$ cat config.mk
export PLATFORM = sky130hd
export DESIGN_NAME = i2s_tx_10xe_axil_ctrl_master
export DESIGN_NICKNAME = d
export VERILOG_FILES = /design/src/rtl/i2s_tx_10xe_axil_pkg.sv /design/src/rtl/i2s_tx_10xe_rr_arb2.sv /design/src/rtl/i2s_tx_10xe_axil_ctrl_master.sv
export SDC_FILE = /design/constraint.sdc
export NUM_CORES = 1
export LEC_CHECK = 0
export CAP_MARGIN = 20
export CORE_MARGIN = 2
export CORE_UTILIZATION = 40
export DETAILED_ROUTE_END_ITERATION = 10
export PLACE_DENSITY = 0.77
export SLEW_MARGIN = 10
export SYNTH_ARGS = -nofsm -noshare
export SYNTH_HDL_FRONTEND = slang
export SYNTH_SLANG_ARGS = --single-unit
$ cat constraint.sdc
create_clock -name s_axi_ctrl_aclk -period 3.82 [get_ports s_axi_ctrl_aclk]
set_input_delay 0.573 -clock s_axi_ctrl_aclk [delete_from_list [all_inputs] [get_ports s_axi_ctrl_aclk]]
set_output_delay 0.573 -clock s_axi_ctrl_aclk [all_outputs]
set_load 0.05 [all_outputs]
$ cat src/rtl/i2s_tx_10xe_axil_pkg.sv
// Shared types and constants for the I2S TX control-bus AXI4-Lite master.
// Latency: n/a (types only).
// Backpressure: n/a.
// Contents: FSM state enum, AXI response codes, default bus widths,
//           default-width request struct, wait-state helper.
package i2s_tx_10xe_axil_pkg;

  localparam int unsigned AXIL_ADDR_W = 8;
  localparam int unsigned AXIL_DATA_W = 32;

  localparam logic [1:0] RESP_OKAY   = 2'b00;
  localparam logic [1:0] RESP_SLVERR = 2'b10;

  typedef enum logic [2:0] {
    ST_IDLE,
    ST_WR,       // AW and W both outstanding or one of them still pending
    ST_WR_RESP,
    ST_RD_ADDR,
    ST_RD_DATA,
    ST_DONE
  } state_e;

  // Request as seen by a requester port at the default bus widths.
  typedef struct packed {
    logic                   wr;
    logic [AXIL_ADDR_W-1:0] addr;
    logic [AXIL_DATA_W-1:0] wdata;
  } axil_req_t;

  // States in which the master waits on the slave and the watchdog runs.
  function automatic logic is_wait_state(input state_e s);
    return (s == ST_WR) || (s == ST_WR_RESP) || (s == ST_RD_ADDR) || (s == ST_RD_DATA);
  endfunction

endpackage

$ cat src/rtl/i2s_tx_10xe_rr_arb2.sv
// Two-input round-robin arbiter with a combinational grant.
// Latency: grant is combinational from req_vld; pointer updates one cycle after upd_vld.
// Backpressure: none; the grant is simply held until the owner updates the pointer.
// Ports: clk/rst (sync active-high), req_vld[1:0] requests, upd_vld/upd_idx record
//        the last served port, gnt_vld/gnt_idx current grant.
module i2s_tx_10xe_rr_arb2 (
  input  logic       clk,
  input  logic       rst,
  input  logic [1:0] req_vld,
  input  logic       upd_vld,
  input  logic       upd_idx,
  output logic       gnt_vld,
  output logic       gnt_idx
);

  // last_q holds the port served most recently; resetting it to 1 makes
  // port 0 win the first contended grant.
  logic last_q;
  logic last_d;

  always_comb begin
    last_d = last_q;
    if (upd_vld) begin
      last_d = upd_idx;
    end
  end

  always_ff @(posedge clk) begin
    if (rst) begin
      last_q <= 1'b1;
    end else begin
      last_q <= last_d;
    end
  end

  always_comb begin
    gnt_vld = |req_vld;
    case (req_vld)
      2'b10:   gnt_idx = 1'b1;
      2'b11:   gnt_idx = ~last_q;
      default: gnt_idx = 1'b0;
    endcase
  end

endmodule

$ cat src/rtl/i2s_tx_10xe_axil_ctrl_master.sv
// AXI4-Lite master owning the I2S TX control bus, shared by two requester ports.
// Latency: zero-wait slave gives AW/W or AR at +1, B or R at +2, rsp_valid at +3 from acceptance.
// Backpressure: req_ready only in IDLE for the granted port; rsp has none (one-cycle pulse).
// Ports: req_* (2 packed ports), rsp_* (completion), m_axi_ctrl_* (AXI4-Lite master),
//        busy (not IDLE), timeout_o (one pulse per stalled phase).
module i2s_tx_10xe_axil_ctrl_master
  import i2s_tx_10xe_axil_pkg::*;
#(
  parameter int unsigned ADDR_W         = AXIL_ADDR_W,
  parameter int unsigned DATA_W         = AXIL_DATA_W,
  parameter int unsigned TIMEOUT_CYCLES = 256
) (
  input  logic                s_axi_ctrl_aclk,
  input  logic                s_axi_ctrl_areset,
  input  logic [1:0]          req_valid,
  output logic [1:0]          req_ready,
  input  logic [1:0]          req_wr,
  input  logic [2*ADDR_W-1:0] req_addr,
  input  logic [2*DATA_W-1:0] req_wdata,
  output logic [1:0]          rsp_valid,
  output logic [DATA_W-1:0]   rsp_rdata,
  output logic [1:0]          rsp_resp,
  output logic                m_axi_ctrl_awvalid,
  input  logic                m_axi_ctrl_awready,
  output logic [ADDR_W-1:0]   m_axi_ctrl_awaddr,
  output logic                m_axi_ctrl_wvalid,
  input  logic                m_axi_ctrl_wready,
  output logic [DATA_W-1:0]   m_axi_ctrl_wdata,
  input  logic                m_axi_ctrl_bvalid,
  output logic                m_axi_ctrl_bready,
  input  logic [1:0]          m_axi_ctrl_bresp,
  output logic                m_axi_ctrl_arvalid,
  input  logic                m_axi_ctrl_arready,
  output logic [ADDR_W-1:0]   m_axi_ctrl_araddr,
  input  logic                m_axi_ctrl_rvalid,
  output logic                m_axi_ctrl_rready,
  input  logic [DATA_W-1:0]   m_axi_ctrl_rdata,
  input  logic [1:0]          m_axi_ctrl_rresp,
  output logic                busy,
  output logic                timeout_o
);

  typedef struct packed {
    logic              wr;
    logic [ADDR_W-1:0] addr;
    logic [DATA_W-1:0] wdata;
  } req_t;

  // Watchdog counts cycles already spent in the current wait state. The pulse
  // is registered, so it is launched when the count is two short of the limit
  // and appears on the TIMEOUT_CYCLES-th cycle of the phase.
  localparam logic [15:0] WD_LAST = 16'(TIMEOUT_CYCLES - 1);
  localparam logic [15:0] WD_FIRE = 16'(TIMEOUT_CYCLES - 2);

  state_e              state_q, state_d;
  logic                owner_q, owner_d;
  logic                awvalid_q, awvalid_d;
  logic                wvalid_q, wvalid_d;
  logic                bready_q, bready_d;
  logic                arvalid_q, arvalid_d;
  logic                rready_q, rready_d;
  logic [ADDR_W-1:0]   awaddr_q, awaddr_d;
  logic [ADDR_W-1:0]   araddr_q, araddr_d;
  logic [DATA_W-1:0]   wdata_q, wdata_d;
  logic [1:0]          rsp_valid_q, rsp_valid_d;
  logic [DATA_W-1:0]   rsp_rdata_q, rsp_rdata_d;
  logic [1:0]          rsp_resp_q, rsp_resp_d;
  logic [15:0]         wd_q, wd_d;
  logic                timeout_q, timeout_d;

  logic gnt_vld;
  logic gnt_idx;
  logic accept;
  logic aw_done;
  logic w_done;
  req_t sel_req;

  i2s_tx_10xe_rr_arb2 u_arb (
    .clk     (s_axi_ctrl_aclk),
    .rst     (s_axi_ctrl_areset),
    .req_vld (req_valid),
    .upd_vld (state_q == ST_DONE),
    .upd_idx (owner_q),
    .gnt_vld (gnt_vld),
    .gnt_idx (gnt_idx)
  );

  always_comb begin
    sel_req.wr    = gnt_idx ? req_wr[1] : req_wr[0];
    sel_req.addr  = gnt_idx ? req_addr[2*ADDR_W-1:ADDR_W] : req_addr[ADDR_W-1:0];
    sel_req.wdata = gnt_idx ? req_wdata[2*DATA_W-1:DATA_W] : req_wdata[DATA_W-1:0];
  end

  // Gated by reset so the port never sees ready while the block is held in reset.
  always_comb begin
    req_ready = 2'b00;
    if ((state_q == ST_IDLE) && gnt_vld && !s_axi_ctrl_areset) begin
      req_ready[gnt_idx] = 1'b1;
    end
  end

  assign accept  = |(req_valid & req_ready);
  // A write channel is finished once its valid is low or it handshakes this cycle.
  assign aw_done = !awvalid_q || m_axi_ctrl_awready;
  assign w_done  = !wvalid_q || m_axi_ctrl_wready;

  always_comb begin
    state_d     = state_q;
    owner_d     = owner_q;
    awvalid_d   = awvalid_q;
    wvalid_d    = wvalid_q;
    bready_d    = bready_q;
    arvalid_d   = arvalid_q;
    rready_d    = rready_q;
    awaddr_d    = awaddr_q;
    araddr_d    = araddr_q;
    wdata_d     = wdata_q;
    rsp_valid_d = 2'b00;
    rsp_rdata_d = rsp_rdata_q;
    rsp_resp_d  = rsp_resp_q;

    case (state_q)
      ST_IDLE: begin
        if (accept) begin
          owner_d = gnt_idx;
          if (sel_req.wr) begin
            state_d   = ST_WR;
            awvalid_d = 1'b1;
            wvalid_d  = 1'b1;
            awaddr_d  = sel_req.addr;
            wdata_d   = sel_req.wdata;
          end else begin
            state_d   = ST_RD_ADDR;
            arvalid_d = 1'b1;
            araddr_d  = sel_req.addr;
          end
        end
      end
      ST_WR: begin
        if (awvalid_q && m_axi_ctrl_awready) awvalid_d = 1'b0;
        if (wvalid_q && m_axi_ctrl_wready)   wvalid_d  = 1'b0;
        if (aw_done && w_done) begin
          state_d  = ST_WR_RESP;
          bready_d = 1'b1;
        end
      end
      ST_WR_RESP: begin
        if (m_axi_ctrl_bvalid) begin
          state_d              = ST_DONE;
          bready_d             = 1'b0;
          rsp_resp_d           = m_axi_ctrl_bresp;
          rsp_rdata_d          = '0;
          rsp_valid_d[owner_q] = 1'b1;
        end
      end
      ST_RD_ADDR: begin
        if (m_axi_ctrl_arready) begin
          state_d   = ST_RD_DATA;
          arvalid_d = 1'b0;
          rready_d  = 1'b1;
        end
      end
      ST_RD_DATA: begin
        if (m_axi_ctrl_rvalid) begin
          state_d              = ST_DONE;
          rready_d             = 1'b0;
          rsp_resp_d           = m_axi_ctrl_rresp;
          rsp_rdata_d          = m_axi_ctrl_rdata;
          rsp_valid_d[owner_q] = 1'b1;
        end
      end
      ST_DONE: begin
        state_d = ST_IDLE;
      end
      default: begin
        state_d = ST_IDLE;
      end
    endcase

    // Watchdog: restart on any state change, saturate so the pulse fires once.
    if ((state_d != state_q) || !is_wait_state(state_q)) begin
      wd_d = '0;
    end else if (wd_q != WD_LAST) begin
      wd_d = wd_q + 16'd1;
    end else begin
      wd_d = wd_q;
    end
    timeout_d = is_wait_state(state_q) && (state_d == state_q) && (wd_q == WD_FIRE);
  end

  always_ff @(posedge s_axi_ctrl_aclk) begin
    if (s_axi_ctrl_areset) begin
      state_q     <= ST_IDLE;
      owner_q     <= 1'b0;
      awvalid_q   <= 1'b0;
      wvalid_q    <= 1'b0;
      bready_q    <= 1'b0;
      arvalid_q   <= 1'b0;
      rready_q    <= 1'b0;
      awaddr_q    <= '0;
      araddr_q    <= '0;
      wdata_q     <= '0;
      rsp_valid_q <= 2'b00;
      rsp_rdata_q <= '0;
      rsp_resp_q  <= RESP_OKAY;
      wd_q        <= '0;
      timeout_q   <= 1'b0;
    end else begin
      state_q     <= state_d;
      owner_q     <= owner_d;
      awvalid_q   <= awvalid_d;
      wvalid_q    <= wvalid_d;
      bready_q    <= bready_d;
      arvalid_q   <= arvalid_d;
      rready_q    <= rready_d;
      awaddr_q    <= awaddr_d;
      araddr_q    <= araddr_d;
      wdata_q     <= wdata_d;
      rsp_valid_q <= rsp_valid_d;
      rsp_rdata_q <= rsp_rdata_d;
      rsp_resp_q  <= rsp_resp_d;
      wd_q        <= wd_d;
      timeout_q   <= timeout_d;
    end
  end

  assign m_axi_ctrl_awvalid = awvalid_q;
  assign m_axi_ctrl_awaddr  = awaddr_q;
  assign m_axi_ctrl_wvalid  = wvalid_q;
  assign m_axi_ctrl_wdata   = wdata_q;
  assign m_axi_ctrl_bready  = bready_q;
  assign m_axi_ctrl_arvalid = arvalid_q;
  assign m_axi_ctrl_araddr  = araddr_q;
  assign m_axi_ctrl_rready  = rready_q;
  assign rsp_valid          = rsp_valid_q;
  assign rsp_rdata          = rsp_rdata_q;
  assign rsp_resp           = rsp_resp_q;
  assign busy               = (state_q != ST_IDLE);
  assign timeout_o          = timeout_q;

endmodule

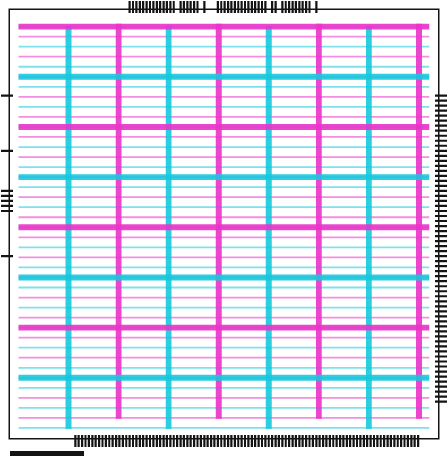
**Above:** run 1 (power grid).
Scale bar: 20 um. Pins as bars on the die edge.
colour	net
cyan	VSS
magenta	VDD
met1 rails	41
rows	40
chip width: 116 um
core area: 12,100 sq um
die height: 116 um
VDD IR-drop max: 0.255 mV

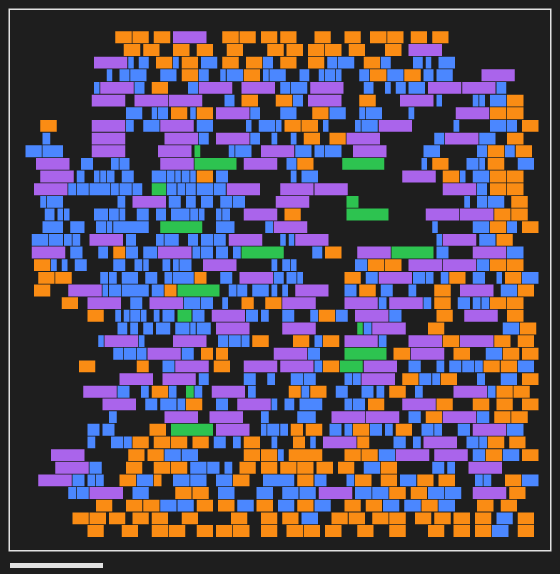
**Above:** run 1 (cells coloured by class).
Scale bar: 20 um.
colour	class	cells	share of their area
blue	all other logic	382	35%
orange	other buffers and delay cells	230	31%
green	clock drivers and dummy loads	16	3.7%
purple	flops	111	30%
design area: 7620 sq um
Final Util: 0.629

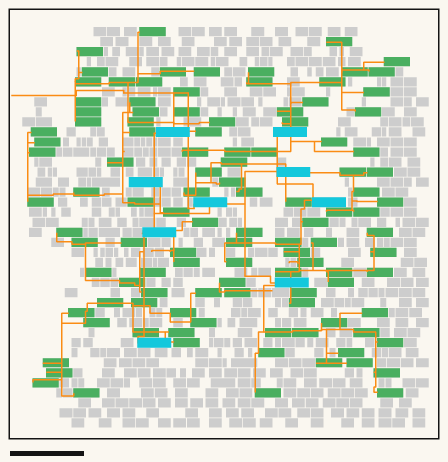
**Above:** run 1 (clock network drawn from the DEF).
Scale bar: 20 um.
[green] flip-flops | count: 111
[orange] clock wires | length: 1,220 um
[cyan] cells driving clock nets | count: 9
flops lie	all over the die
routed clock nets	10
clk pwr: 0.000877 W
worst clock skew: 9.39 ps
clk latency late pin: 340 ps
Clk network pwr share: 0.280

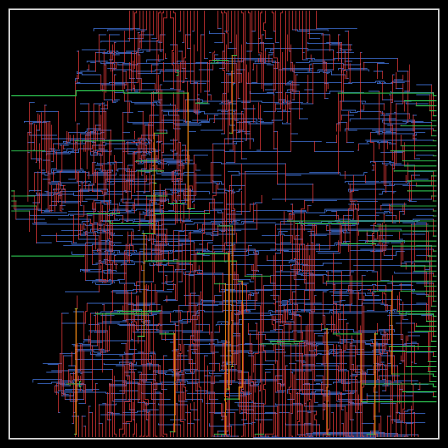
**Above:** run 1 (wiring by layer).
colour	layer	wire length
orange	met4	413 um
green	met3	810 um
blue	met1	6,520 um
red	met2	7,990 um
wire length per cell: 17.3 um
All-Layer GR Usage: 0.227

==> impl_metrics.toml, run 1 <==
# physical design summary
[sta]
tns_ps = 0
max_slew_margin = 0.357
clock.fmax_mhz = 316
hold_viol_final = 0
drv_slew = 0
tightest_slew_ps = 964
min_period_ps = 3160
setup_slack_ps = 657
final.period_utilization = 0.828
holdWs_ps = 473

[power_and_ir_drop]
powerDensity_nw_per_um2 = 411
p_seq_frac = 0.408
top_power_group = "registers"
power_switching_w = 0.00105
p_sw_frac = 0.335
combPwrFrac = 0.312
internal_power_w = 0.00208

[cts]
cts_tree = "built"
clk_pin_slew_ps = 70
cts_hold_buf = 0
htree_levels = 3
cts_root_buffer = "clkbuf_16"
cts_resized = 0
cts_setup_buffers = 0

[place]
post-place-cells = 891
port_buffers = 219
gp_congestion = 0.895
place_area_sq_um = 7340
dp_slack_ps = 893

[flow_run]
warnings = 27

[synth]
netlist_area_sq_um = 5020
postSynthAreaPerCell_sq_um = 9.33
edf_count = 0
yosys_warnings = 0
ys_area_sq_um = 5020
ys_seq_share = 0.443
ys_sh_simple = 0.169
ys_ff = 111
synth_top_area_share = 0.443
ys_types = 49
top_logic_kind = "AND-OR/OR-AND gates"
post_synth_ao_oa_area_fraction = 0.178
ys_cells = 538
synth_nets = 667
syn_inst = 538
ys_sh_mux = 0.157
yosys.area.top_type = "dfxtp_1"
ys_async_sr_fraction = 0

[global_routing]
grt_most_used_layer = "met2"
met3_usage = 0.0387
antenna_found_initial = 0
grt_max_degree = 95
grt_overflow = 0
met2_usage = 0.407

[setup_path]
end_kind = "output port"
r2r_setup_slack_ps = 1620
worstReg2RegStart = "state_q[2]"
critPathRequiredTime_ps = 3250
cpPeakStageDelay_ps = 850
cp_cell_sequence = "nor4_1 > o21ai_0 > nor2_1 > clkdlybuf4s50_1"
crit_buf_inv = 1
path_delay_family = "buffers and inverters"
critical_path_class = "flop to output port"
worstSetupStartpoint = "state_q[2]"
critPathLaunchType = "flop"
crit_arrival_ps = 2590
crit_fanout = 15
endpoint = "req_ready[0]"
r2r-end = "m_axi_ctrl_araddr[2]"
cp.depth = 4
reg2regPathDepth = 4

[cells_and_area]
fillCellCount = 1036
layout-drive-gt1-share = 0.0609
nNetsFinal = 863
n_antenna_cell = 0
lay_top_count = "clkdlybuf4s50_1"
synthToLayoutAreaGrowth_pct = 51.7

[route]
vias_per_cell = 5.26
dr.pass1.iters = 4
dr_total_vias = 4774
totalWireLength_um = 15700
wl_met3_um = 810
met1_length_um = 6520
drcViolationCount = 0
ant_nets = 0
maxUsedRoutingLayer = "met4"
wl_met2_um = 7990

[die]
io_pins = 220
die_area_sq_um = 13500
fp_util = 0.414

[min_path]
worstHoldStart = "m_axi_ctrl_wvalid"
hold_class = "flop to flop"
min_path_cells = 2

[status]
status = "complete, no violations"
run 1: layout make-up:
class                   count  area [sq um]  area share
multi-input cells         379          2620       0.344
repair buffers            230          2280       0.299
flip-flops and latches    111          2220       0.292
clock buffers              12           246      0.0324
well taps                 168           210      0.0276
clock inverters             4          30.0     0.00394
inverters                   3          11.3     0.00148
run 1: synth_stat cells, types with 3 or more instances:
cell type	n
nor2b_1	3
o21ai_0	5
o21a_1	3
clkbuf_1	24
nor4_1	4
a31oi_1	3
buf_1	3
or3_1	3
and3_1	3
o21ai_1	3
xor2_1	3
inv_1	3
a21oi_1	56
dfxtp_1	111
or3_2	4
and2_1	32
nand3b_1	4
mux2i_1	76
a211oi_1	58
nand4_1	4
nor2_1	49
nor3_1	7
buf_2	17
nor3b_1	3
nand3_1	7
nand2_1	18
==> inputs of run 2 (changes only) <==
- CORE_UTILIZATION: 40 -> 38
- PLACE_DENSITY: 0.77 -> 0.76
- clock period: 3.82 -> 2.9 ns (I/O delays scaled with it)
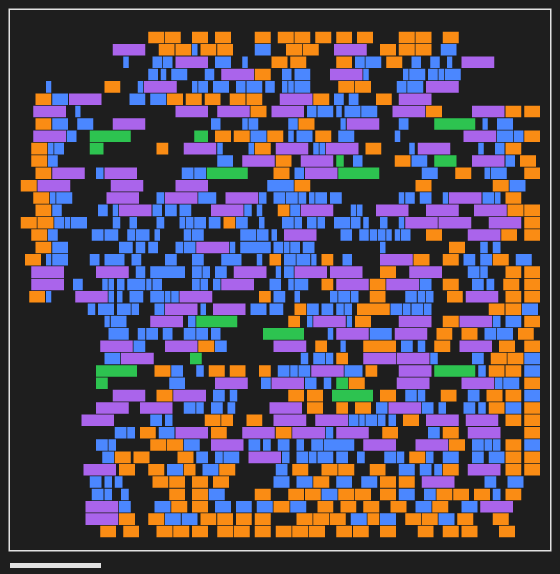
**Above:** run 2 (cells coloured by class).
Scale bar: 20 um.
colour	class	cells	share of their area
green	clock drivers and dummy loads	16	3.8%
purple	flops	111	30%
orange	other buffers and delay cells	235	31%
blue	all other logic	382	35%
Final Util: 0.602
core area: 12,800 sq um
design area: 7690 sq um
num rows: 41
sequential cell area share: 0.289

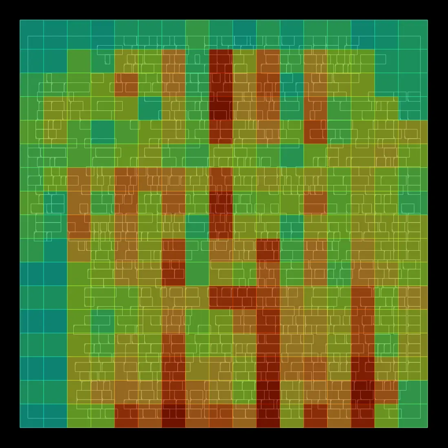
**Above:** run 2 (congestion heat map).
All-Layer GR Usage: 0.220
wire length per cell: 16.9 um

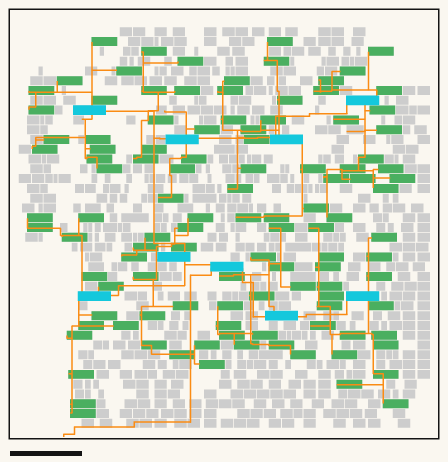
**Above:** run 2 (clock network drawn from the DEF).
Scale bar: 20 um.
[green] flip-flops | count: 111
[cyan] cells driving clock nets | count: 9
[orange] clock wires | length: 1,250 um
routed clock nets	10
clk latency late pin: 350 ps
worst clock skew: 5.71 ps
Clk network pwr share: 0.281
clk pwr: 0.00116 W

==> impl_metrics.toml, run 2 <==
# physical design summary
[cts]
clockBufferDepth = 2
cts_buffers = 9
cts_setup_buffers = 0
clock-sinks = 111
cts_resized = 0
cts_hold_buf = 0
cts_root_buffer = "clkbuf_16"
clk_pin_slew_ps = 70
htree_levels = 3
cts_tree = "built"

[setup_path]
cp_cell_sequence = "buf_4 > or3_1 > clkdlybuf4s50_1"
critical_path_class = "flop to output port"
r2r_setup_slack_ps = 870
crit_slowest_cell = "clkdlybuf4s50_1"
critPathRequiredTime_ps = 2470
crit_fanout = 16
crit_arrival_ps = 1980
critPathLaunchType = "flop"
cpPeakStageDelay_ps = 730
end_kind = "output port"

[global_routing]
antenna_found_initial = 0
grt_overflow = 0
grt_max_degree = 95
grt_pass1_vias = 4845
grt_first_pass_wirelength_um = 25100

[cells_and_area]
top_area_cell_class = "multi-input combinational cells"
lay_top_count = "clkdlybuf4s50_1"
fin_cells = 916
nNetsFinal = 868
seq_area_sq_um = 2220
buffer_area_frac = 0.303
num-nonclk-inverters = 3
sh_comb_area = 0.341
logic_gate_count = 379
n_sequential_cell = 111
n_clock_buffer = 10
fillCellCount = 1095
clk_share = 0.0370
num-nonclk-buffers = 235
combGateArea_sq_um = 2620
synthToLayoutAreaGrowth_pct = 53.1
n_antenna_cell = 0
final_cell_mix = "216 x clkdlybuf4s50_1, 111 x dfxtp_1, 76 x mux2i_1, 58 x a211oi_1, 55 x a21oi_1"
layout-drive-gt1-share = 0.0712

[synth]
ys_sh_simple = 0.169
ys_ff = 111
ys_types = 49
yosys_warnings = 0
ys_async_sr_fraction = 0
postSynthAreaPerCell_sq_um = 9.33
synth-xor-area-share = 0.00698
ys_sh_mux = 0.157
syn_inst = 538
synth_top_area_share = 0.443
ys_area_sq_um = 5020
top_cell = "dfxtp_1"
ys_top_cells_by_area = "dfxtp_1 44%, mux2i_1 15%, a211oi_1 8.7%"
ys_cells = 538
yosys.area.top_type = "dfxtp_1"
edf_count = 0
ys_seq_share = 0.443
post_synth_ao_oa_area_fraction = 0.178
top_cells_by_count = "111 x dfxtp_1, 76 x mux2i_1, 58 x a211oi_1, 56 x a21oi_1, 49 x nor2_1"
synth_nets = 667
synth_top_flop_cell = "dfxtp_1"
ys_sh_adder = 0.00499
top_logic_kind = "AND-OR/OR-AND gates"
netlist_area_sq_um = 5020

[place]
post-place-cells = 900
gp_congestion = 0.792
dp_slack_ps = 462
place_area_sq_um = 7400
dp_hpwl_um = 11600
port_buffers = 219

[power_and_ir_drop]
powerDensity_nw_per_um2 = 539
power_switching_w = 0.00138
top_power_group = "registers"
combPwrFrac = 0.314
p_total_w = 0.00414
p_sw_frac = 0.334
pg_seq_w = 0.00168
leakage_nw = 2.64
p_seq_frac = 0.405
powerComb_w = 0.00130
peakVddDrop_mv = 0.307
internal_power_w = 0.00276

[die]
dieWidth_um = 119
die_area_sq_um = 14100
fp_util = 0.393
die_h_um = 119
n_tap_cell = 172
io_pins = 220

[route]
dr_total_vias = 4786
dr.pass1.iters = 4
totalWireLength_um = 15500
drt_iter0_drc = 166
ant_nets = 0
vias_per_cell = 5.22
drcViolationCount = 0

[flow_run]
cap_violations = 0
warnings = 27

[sta]
rsz0062_at_grt = "false"
tightest_slew_ps = 969
max_slew_margin = 0.354
finalSetupViolCount = 0
setup_slack_ps = 481
drv_slew = 0
holdWs_ps = 482
tns_ps = 0
min_period_ps = 2420
hold_viol_final = 0
clock.fmax_mhz = 413
final.period_utilization = 0.834

[min_path]
hold_class = "flop to flop"

[status]
status = "complete, no violations"
==> run 2: final timing paths <==
path	endpoint	cells after the start	start
worst max-delay path	busy	3	state_q[0]
worst min-delay path	m_axi_ctrl_wvalid	2	m_axi_ctrl_wvalid
worst max register to register	wd_q[6]	5	state_q[0]
worst min register to register	m_axi_ctrl_wvalid	2	m_axi_ctrl_wvalid
==> run 2: layer usage <==
metal / vias to the layer above / track usage / wire length [um]
met2: 119 / 0.392 / 8140
li1: 2349 / - / -
met3: 29 / 0.0580 / 651
met5: - / 0 / 0
met4: 0 / 0.0796 / 444
met1: 2289 / 0.253 / 6230
==> run 2: worst max-delay path: cells and delay by family, from the launching register on <==
family	cells	cell delay (ps)
buffers and inverters	2	930
AND/OR/NAND/NOR	1	380
flip-flops	1	320
Power figures rest on the tool's default switching activity, not on a simulated workload.
